Design bcd_convert_seq, sky130hd; sources not shown.
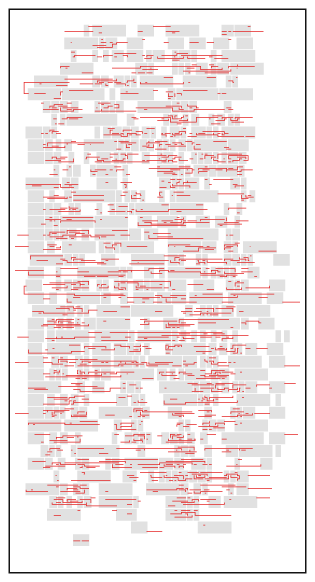
**Above:** M1 wires.
Cells faint in the background.
The layer holds 36% of the routed length. 482 nets have wire on it. The longest straight run is 23.9 um.
via count: 3017
GR met1 Demand/Resource: 20.1%
final wirelength: 7150 um

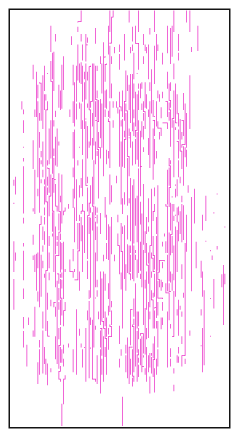
**Above:** M2 wires.
The longest straight run is 40.6 um. The layer carries 4100 um of wire. 438 nets have wire on it. The layer holds 57% of the routed length.
grt met2 use: 39.3%

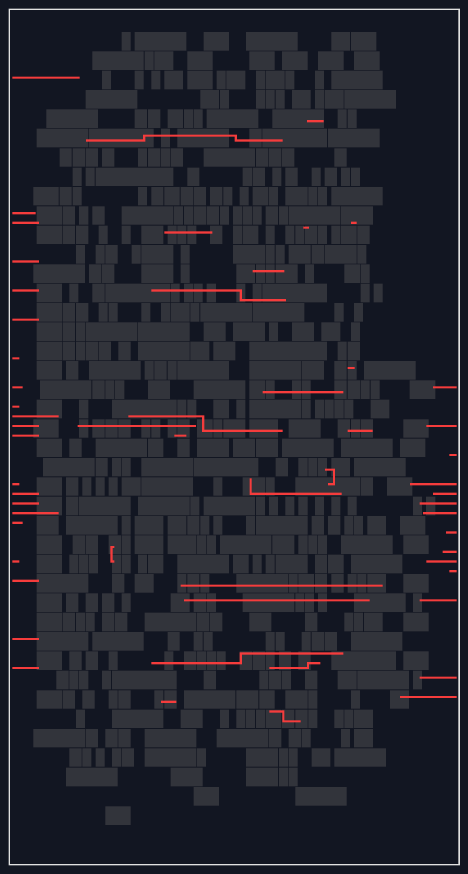
**Above:** the metal 3 layer.
Cells faint in the background.
The wires run mostly horizontal. 47 nets have wire on it. The longest straight run is 28.1 um. The layer carries 354 um of wire.
met3 global-route usage: 4.03%

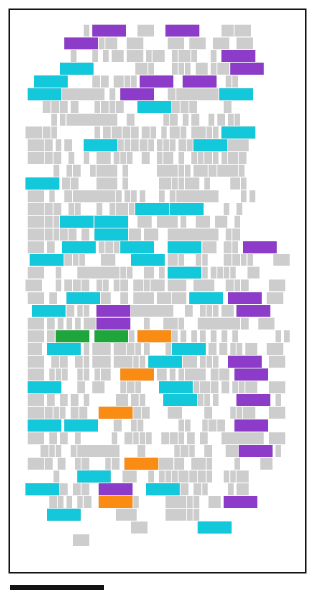
**Above:** register map, names as in the netlist.
Scale bar: 20 um.
Key: r_sr = cyan [flops 36]; r_cnt = orange [flops 5, where bottom center]; r_state = green [flops 2]; BCD = purple [flops 20]
sequential logic power: 1.22 mW
core occupancy in the finished layout: 63.8%

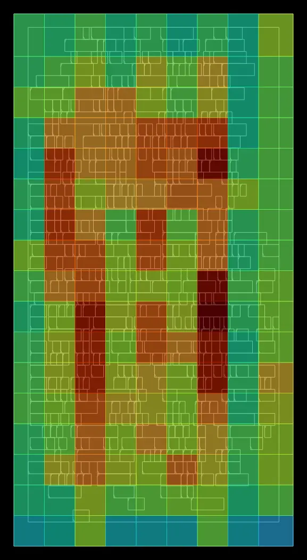
**Above:** routing congestion.
Routed wire per std cell: 12.1 um
busiest grt layer: met2
all-layer global routing usage: 20.7%

==> flow_metrics.tcl <==
# collected from the flow reports
set metrics [dict create \
    core_region_area_um2 6310 \
    largest_reg_flops 36 \
    path_cells "clkdlybuf4s50_1" \
    path_buffers 1 \
    async_set_or_reset_flop_fraction_in_the_synthesized_netlist_pct 0 \
    instances_no_fill 593 \
    setup-tns-final_ns 0 \
    first_global_vias 2954 \
    clkSinkCount 63 \
    ys_dominant_reg_cell "dfxtp_1" \
    insertedDiodeCount 0 \
    grt_first_pass_wirelength_um 12400 \
    syn-mean-instance-area_um2 7.21 \
    timing.critical_path.depth 1 \
    filler_cell_count 584 \
    yosys_area_um2 3330 \
    timing.critical_path.slowest_cell_delay_ns 0.68 \
    fmax_mhz 482 \
    tritoncts "yes" \
    grt_antenna_before_repair 0 \
    drt_iter0_markers 161 \
    design.die.area_um2 7560 \
    slew_violations 0 \
    r2r_setup_slack_ns 0.18 \
    die_y_um 120 \
    cts-buffers-inserted 9 \
    io_buffers 40 \
    cts_setup_buffers 0 \
    most_area_hungry_cell_type_in_the_yosys_netlist "dfxtp_1" \
    reg2reg_depth 10 \
    power-per-cell-area_nw_per_um2 753 \
    maximum_number_of_pins_on_one_net_before_global_route_repair 39 \
    holdPathStages 2 \
    synth_stat.cells 462 \
    areaGrowthSynthToFinish_pct 20.8 \
    dp_hpwl_um 5080 \
    max_slew.worst_pin.slew_ns 0.630 \
    detailed_place.area_um2 3740 \
    critPathSlowestCell "clkdlybuf4s50_1" \
    run_status "finished clean" \
    edf_count 0 \
]
[per-layer routing]
layer	vias to the layer above	share of wire [%]	global-route usage [%]
li1	1543	-	-
met1	1387	36	20.1
met2	76	57	39.3
met3	11	5.0	4.03
met4	0	2.1	11.6
met5	-	0	0
[cell usage in the layout (no fill, tap or decap), types with 4 or more instances in the layout]
cell type        instances
nand2_1                 93
inv_1                   82
dfxtp_1                 63
nand3_1                 45
clkdlybuf4s50_1         37
o21ai_0                 36
a21oi_1                 23
nor2_1                  19
o21a_1                  14
a21oi_2                 12
ha_1                    12
nand4_1                 10
clkbuf_16                9
buf_4                    8
nor2_2                   5
o21ai_2                  5
conb_1                   5
a21boi_0                 4
clkbuf_1                 4
[power by group]
part,switching [mW],leakage [nW],internal (mW)
Clock,0.482,0.151,0.979
Sequential,0.0363,0.513,1.18
Combinational,0.222,1.17,0.130
Total,0.740,1.84,2.29
[area by class of cell]
type                    instances  area [um^2]  area share (%)
clock buffers                  12          236            5.88
clock inverters                 4         70.1            1.74
inverters                      86          330            8.21
multi-input cells             293         1560            38.8
flip-flops and latches         63         1260            31.3
well taps                      86          108            2.67
repair buffers                 49          458            11.4
[per-stage QoR]
stage	worst slack (ns)	utilization, %
after floorplan	0.681	-
after global placement	0.254	59.3
after detailed placement	0.171	59.3
after CTS	0.128	64.1
after global routing	0.00367	63.8
final	0.145	63.8
[timing repair]
| item | CTS | global route |
|---|---|---|
| pin swaps | 0 | 1 |
| gates resized | 1 | 0 |
| endpoints found under the setup margin | 1 | 4 |
[cells by family (layout without fill, tap and decap cells)]
kind of cell / count (synthesis) / after routing / synth area share [%]
simple gates: 179 / 179 / 24.0
buf+inv: 110 / 151 / 15.4
compound gates: 96 / 96 / 17.9
flops: 63 / 63 / 37.9
fa+ha+maj: 12 / 12 / 4.51
other cells: 1 / 5 / 0.113
xor+xnor: 1 / 1 / 0.263
Power figures rest on the tool's default switching activity, not on a simulated workload.
